Wiring heat map:
16 x 16 tiles, from black (low) to pale yellow (high), scaled to the fullest tile. Values are wire area over tile area, all layers added.
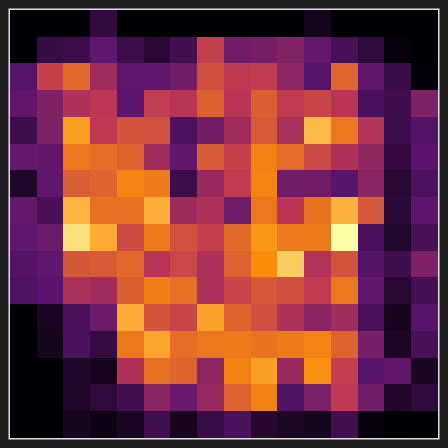
Metal layers overlaid:
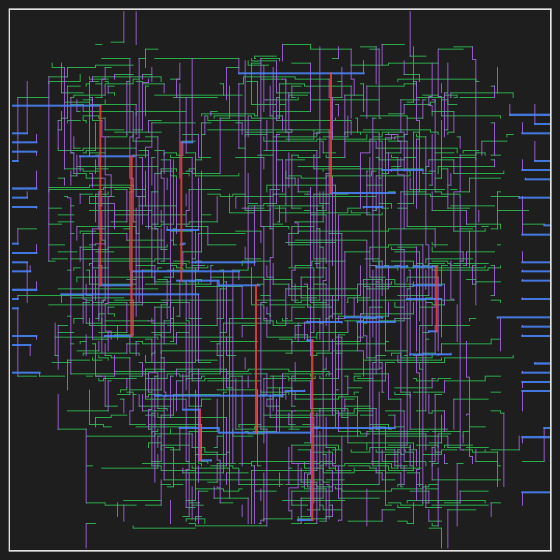
Placed standard cells:
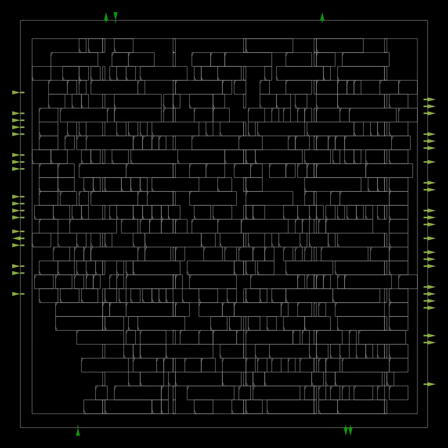
Metal 1:
Supply wires on this layer in gray.
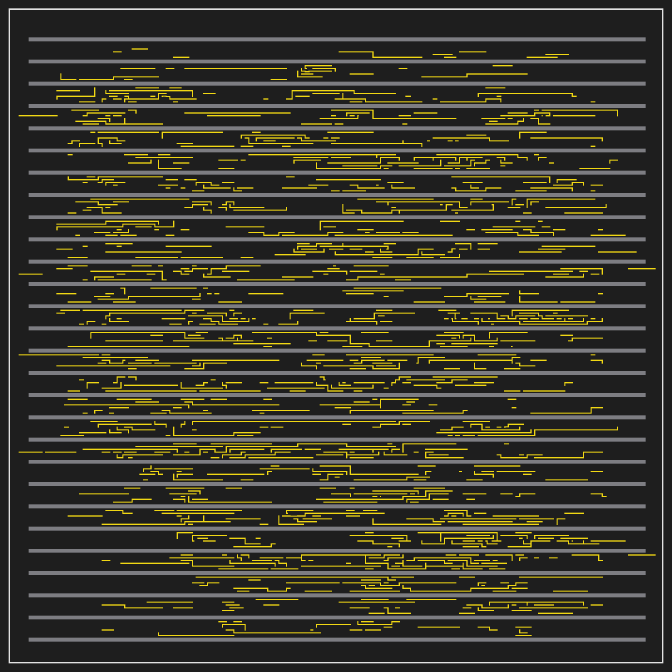
Design bin2bcd_seq, sky130hd; sources not shown.
==> flow_summary.json <==
{
  "run_status": "finished clean",
  "highest_layer": "met4",
  "hp-class": "reg -> reg",
  "wl_met1_um": 3120,
  "yosysWarnings": 0,
  "dpl_worst_slack_ns": 2.84,
  "fin_area_sq_um": 4150,
  "critical_path_required_ns": 6.51,
  "drv_cap": 0,
  "ff_latch_area_sq_um": 1780,
  "edf_count": 0,
  "flop_cell": "dfrtp_1",
  "synth_flop_count": 71,
  "fp_nets": 367,
  "layout_top_cell": "dfrtp_1",
  "synthTopLogicFamily": "AND-OR/OR-AND gates",
  "grt_pass1_wl_um": 12300,
  "fin_nets": 423,
  "met3_length_um": 359,
  "ioPinCount": 47,
  "ys_chip_area_sq_um": 3380,
  "final_layout_top_logic_cells": "dfrtp_1 (67), nand2_1 (47), clkdlybuf4s50_1 (45)",
  "skew_ns": 0.00826,
  "antenna_cells": 0,
  "firstDrtPassIters": 5,
  "cts_setup_buffers": 0,
  "tns_ns": 0,
  "finalHoldViolations": 0,
  "cts-root-buf": "clkbuf_8",
  "slew_headroom_pct": 43.5,
  "warnings": 32,
  "yosysSeqAreaShare_pct": 52.6,
  "syn-instance-count": 336,
  "ys_sh_simple_pct": 16.6,
  "fill_cells": 409,
  "whs_ns": 0.479,
  "area_leaders": "dfrtp_1 (50%), o21ai_0 (6.1%), nand2_1 (5.2%)",
  "ctsHoldBuffers": 0,
  "die_width_um": 79.7,
  "vdd_drop_max_mv": 0.200,
  "dieArea_sq_um": 6360,
  "numCtsBuffers": 9,
  "route.detailed.drc": 0,
  "post-route-worst-setup-slack_ns": 3.16,
  "syn_to_final_growth_pct": 22.7,
  "start_kind": "primary input",
  "grt-ovfl-total": 0,
  "postRouteAntennaNets": 0,
  "viasPerCell": 5.76,
  "drt_iter0_markers": 210,
  "synthArstFlopShare_pct": 100,
  "yosysCellCount": 336,
  "cts_tree": "done",
  "p_per_area_nw_per_um2": 474,
  "drv_slew": 0,
  "crit_arrival_ns": 3.35,
  "ys_sh_adder_pct": 4.44,
  "synthAoiAreaFrac_pct": 17.4,
  "dieHeight_um": 79.7,
  "synthesis.area_sq_um": 3380,
  "antenna_found_initial": 0,
  "worstSetupPathType": "in -> reg",
  "comb_area_sq_um": 1450,
  "finalSetupViolCount": 0,
  "ys_sh_xor_pct": 2.07,
  "min_path_cells": 2,
  "placed_area_sq_um": 3930,
  "cts_resized": 0,
  "dr_wl_met2_um": 3470,
  "tightest_slew_ns": 0.847,
  "htreeDepth": 3,
  "insertion_delay_ns": 0.35,
  "ctsLongestPathBuffers": 2,
  "final.period_utilization_pct": 49.8,
  "core_area_sq_um": 5540,
  "hpwlAfterDp_um": 4900,
  "yosysTopAreaCell": "dfrtp_1",
  "layout-drive-gt1-share_pct": 7.56,
  "grt_pass1_vias": 2763,
  "fmax_mhz": 319,
  "synthMuxAreaShare_pct": 2.11,
  "finalCriticalPeriod_ns": 3.14,
  "p_leak_nw": 1.88
}
Back to the opening pictures, 'wiring heat map':
fullest tile: 0.48
densest ninth of the die: center
mean over tiles: 0.18
nearly empty tiles: 11%
emptiest ninth of the die: lower left
Avg WL per Cell: 15.1 um
GR Util All Layers: 25.7%
vias: 2702
final wirelength: 7100 um

Back to the opening pictures, 'metal layers overlaid':
legend:
  metal 1:
    color: green
    wire_length: 3120 um
  metal 3:
    color: blue
    wire_length: 359 um
  metal 4:
    color: red
    wire_length: 156 um
  metal 2:
    color: purple
    wire_length: 3470 um

Back to the opening pictures, 'placed standard cells':
flop count: 71
utilization after layout: 74.9%
tap cell count: 72
# rows: 27
final cell count without fillers: 469

Back to the opening pictures, 'metal 1':
main direction: horizontal
share of all routed wire: 44%
longest straight run: 24.8 um
nets with wire on the layer: 358
wire length on this layer: 3120 um
GRT met1 Usage: 31.7%

==> routing by layer <==
metal | global-route usage (%) | up-vias
met1 | 31.7 | 1306
met3 | 5.88 | 17
met2 | 40.6 | 89
met5 | - | -
met4 | 12.2 | 0
li1 | - | 1290
==> worst max-delay path, stage by stage <==
cell and delay (ns):
clkdlybuf4s50_1 0.64, nor2_1 0.08, or2_2 0.29, clkbuf_1 0.14, clkinv_1 0.19, buf_2 0.29
o32ai_1 0.14
==> through the flow <==
step                power (mW)  std cells
detailed placement        1.56        453
CTS                       1.97        469
global route              2.12        469
global placement          1.51        453
floorplan                 1.28        336
finish                    1.97        469
==> cell type report <==
type                    instances  share of cell area (%)
inverters                      15                    1.42
well taps                      72                    2.17
repair buffers                 45                    10.8
flip-flops and latches         71                    42.9
clock inverters                 3                    1.57
multi-input cells             229                    34.8
clock buffers                  13                    3.83
plain buffers                  21                    2.41
==> power by group <==
part	leakage, nW	switching [mW]	internal, mW
clock	0.114	0.163	0.244
sequential	0.875	0.141	0.631
combinational	0.886	0.410	0.379
total	1.88	0.715	1.25
==> synthesized netlist by cell type, types with 3 or more instances <==
cell type	instances
dfrtp_1	67
nand2_1	47
o21ai_0	41
a21oi_1	22
and3b_1	15
clkbuf_1	15
inv_1	14
nor2_1	13
ha_1	12
nand2b_1	12
o31ai_1	12
o22ai_1	8
a22o_1	6
mux2i_1	6
a32o_1	5
xnor2_1	5
dfstp_2	4
nor3_1	3
xor2_1	3
No activity file was given, so power comes from the tool's default toggle rates.
